==> config.mk <==
export PLATFORM = sky130hd
export DESIGN_NAME = alu_sequencer
export DESIGN_NICKNAME = d
export VERILOG_FILES = /design/src/rtl/alu_seq_pkg.sv /design/src/rtl/alu_sequencer.sv
export SDC_FILE = /design/constraint.sdc
export NUM_CORES = 1
export LEC_CHECK = 0
export CAP_MARGIN = 20
export CORE_MARGIN = 2
export CORE_UTILIZATION = 46
export CTS_BUF_LIST = sky130_fd_sc_hd__clkbuf_16
export DETAILED_ROUTE_END_ITERATION = 7
export PLACE_DENSITY = 0.87
export SYNTH_ARGS = -nofsm -noshare
export SYNTH_HDL_FRONTEND = slang
export SYNTH_SLANG_ARGS = --single-unit
==> constraint.sdc <==
create_clock -name clk -period 3.9 [get_ports clk]
set_clock_uncertainty 0.15 [all_clocks]
set_input_delay 0.78 -clock clk [delete_from_list [all_inputs] [get_ports clk]]
set_output_delay 0.78 -clock clk [all_outputs]
set_load 0.05 [all_outputs]
==> images/floorplan.png <==
Scale: 6 px per um. Pins as bars on the die edge. Tap cells in grey.
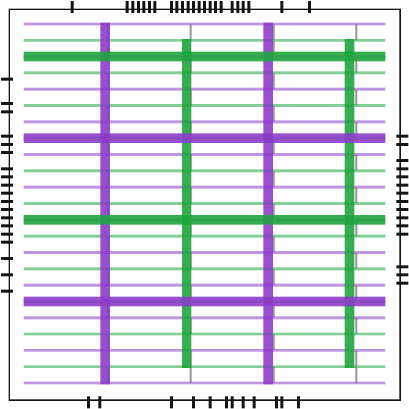
- green: VDD
- purple: VSS
- signal pins: 69
- tap cells: 48
Worst VDD drop: 316 uV
CORE AREA: 3610 sq um
Die Width: 64.9 um
Die Ht: 64.9 um

==> images/layers.png <==
Scale: 6 px per um.
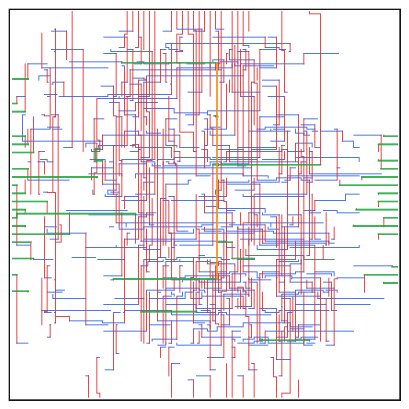
- orange: M4 (wire length 36.0 um)
- blue: M1 (wire length 1640 um)
- red: M2 (wire length 2150 um)
- green: M3 (wire length 222 um)
Routed WL: 4050 um
WL/cell: 15.4 um
total track usage: 21.1%
via count: 1378

==> images/m3.png <==
Scale: 4 px per um.
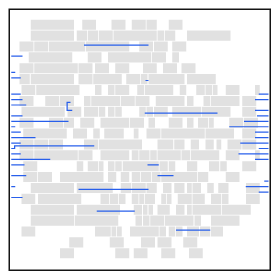
- nets with wire on the layer: 39
- wire length on this layer: 222 um
- longest straight run: 19.8 um
- share of all routed wire: 5.5%
- main direction: horizontal
met3 Usage GRT: 6.42%

==> images/m2.png <==
Scale: 4 px per um.
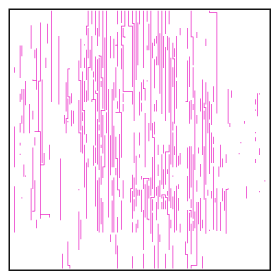
- nets with wire on the layer: 220
- wire length on this layer: 2150 um
GR Util met2: 36.9%

==> images/clock_nets.png <==
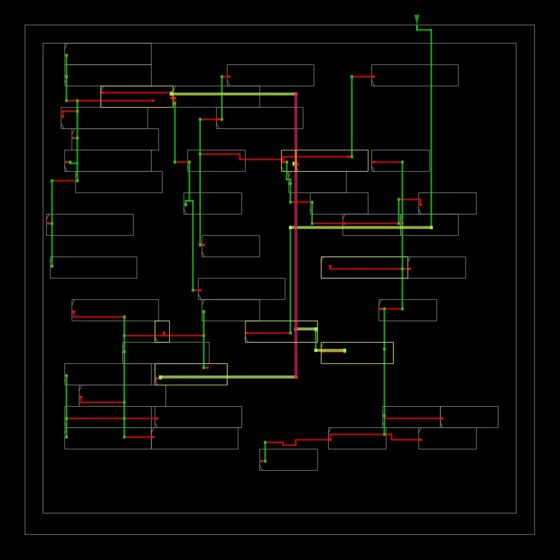
clk pwr: 0.000449 W
Seq cells: 38
clk ins delay skew pair: 0.28 ns
TritonCTS Sinks: 38
total clock buffers created by CTS: 5

==> deck_impl_summary.md <==
Physical Implementation Snapshot

Cells and area
  • Proportion of layout cells with a drive suffix above 1: 12.1%
  • Antenna diodes: 0
  • Most frequent cells in the layout: clkdlybuf4s50_1, edfxtp_1, dfxtp_1, o21ai_0, nand3_1
  • Nets: 250
  • Dominant logic cell type in the layout: clkdlybuf4s50_1
  • Area Growth Syn to Fin: 47.5%
  • Final non-filler cell area: 2520 sq um
  • Post-route non-filler standard cell count: 263

Timing
  • Hold slack: 0.322 ns
  • Fin. Hold Viols: 0
  • Fmax: 293 MHz
  • RSZ-0062 raised after global routing: false
  • Final setup violation count: 0
  • Worst Tran Pin Value: 0.949 ns
  • Period utilization: 87.7%
  • Final min period: 3.42 ns
  • Max_slew headroom: 36.7%
  • Final Max Slew Viols: 0

Yosys
  • Fa+ha+maj area frac: 0%
  • Synth flops: 38
  • Top non-seq family: AND-OR/OR-AND gates
  • Seq share, synth: 56.9%
  • Yosys Chip Area: 1710 sq um
  • Yosys Instances: 152
  • Syn. warnings: 0
  • Post-synthesis async set-or-reset flop share: 0%
  • Syn Area/Cell: 11.2 sq um
  • Synth Area in XOR/XNOR: 0.514%
  • Compound-gate portion of the synthesized area: 16.5%
  • Yosys simple share: 16.4%
  • Cell Type Count: 36
  • Post-synth EDFFs: 21
  • Synth Instances: 152
  • Commonest flop: edfxtp_1

Power
  • Pleak: 0.948 nW
  • Logic pwr share: 19.1%
  • Switching Fraction: 26.5%
  • Sequential power share: 41.9%
  • Pwr Density: 458 nW/um^2
  • Seq group: 0.000484 W
  • Net Sw Power: 0.000306 W
  • Top Consumer: sequential cells
  • Comb power: 0.000220 W

Placed design
  • GPL Wtd Cong: 0.860
  • Area after DPL: 2350 sq um
  • Port bufs: 66
  • Dpl cells: 255
  • Detail Placement HPWL: 2840 um

Detailed routing
  • Iteration-0 DRC Markers: 130
  • DRT antenna net count: 0
  • 1st-pass router iterations: 4
  • Vias per cell: 5.24
  • DRC: 0

Outcome
  • Status: completed

Clocking
  • Hold Buf Count CTS: 0
  • Clock-pin slew on the worst setup and hold paths: 0.06 ns
  • # resized after CTS: 0
  • Root Driver: clkbuf_16
  • # Post-CTS Setup Buffers: 0
  • Clock Tree Buf Depth: 2
  • Clock tree from TritonCTS: built

Setup path
  • Worst-path maximum fanout: 10
  • Crit Path Class: register to primary output
  • Critical path capture point type: primary output
  • Crit path DRT: 2.97 ns
  • R2R cell count: 4
  • Worst EP arrival: 2.49 ns
  • R2r setup slk: 1.87 ns
  • Startpoint types: register

GRT
  • First-pass GRT wire length: 6470 um
  • Gr ovfl total: 0
  • Largest net degree at the start of global routing: 22
  • Initial antenna violation count: 0
  • Vias in the first global route: 1323

Hold path
  • Hold depth: 2

Flow run
  • OpenROAD warning count: 26
  • Max cap viols: 0

Die
  • Rows: 22
  • Die footprint: 4210 sq um
  • Io pins: 69
  • Floorplan Utilization: 47.3%
-- per-stage QoR --
| stage | total power (W) | utilization, % | setup slack [ns] |
|---|---|---|---|
| final | 0.00115 | 69.8 | 0.481 |
| after floorplan | 0.000627 | - | 0.870 |
| after global placement | 0.000704 | 65.2 | 0.830 |
| after detailed placement | 0.000711 | 65.2 | 0.798 |
| after CTS | 0.00116 | 69.8 | 0.490 |
| after global routing | 0.00120 | 69.8 | 0.414 |
-- worst max-delay path: stages (launching register included) --
cell and delay, ns:
edfxtp_1 0.52, or4b_4 0.62, or3_4 0.40, a21oi_4 0.27, a22o_2 0.21, buf_4 0.19
-- cells in the mapped netlist, types with 2 or more instances --
cell type  count  share of area [%]
a2111oi_0      2                1.0
a211oi_1       3                1.3
a21oi_1        6                1.8
a22o_2         7                4.1
a31oi_1        2               0.73
and2_1         4                1.5
and3_1         3                1.1
buf_4          3                1.3
clkbuf_1       7                1.5
dfxtp_1       17                 20
edfxtp_1      21                 37
inv_1          3               0.66
mux2i_1        8                4.7
nand2_1        2               0.44
nand2b_1       4                1.5
nand3_1       12                3.5
nand3b_1       4                1.8
nor2_1         9                2.0
nor2b_1        2               0.73
nor3_1         3               0.88
o21a_1         3                1.3
o21ai_0       13                3.8
-- routing by layer --
metal	track usage (%)	up-vias	share of wire [%]	routed length (um)
li1	-	682	-	-
met1	23.6	644	41	1640
met2	36.9	48	53	2150
met3	6.42	4	5.5	221
met4	9.04	0	0.89	36
met5	0	-	0	0
-- area by class of cell --
cell class / count / area (sq um) / share of cell area (%)
clock buffer: 5 / 125 / 4.97
timing repair buffer: 67 / 651 / 25.9
inverter: 3 / 11.3 / 0.448
tap: 48 / 60.1 / 2.39
sequential: 38 / 971 / 38.6
multi-input combinational: 99 / 658 / 26.2
clock inverter: 3 / 40.0 / 1.59
Power figures rest on the tool's default switching activity, not on a simulated workload.
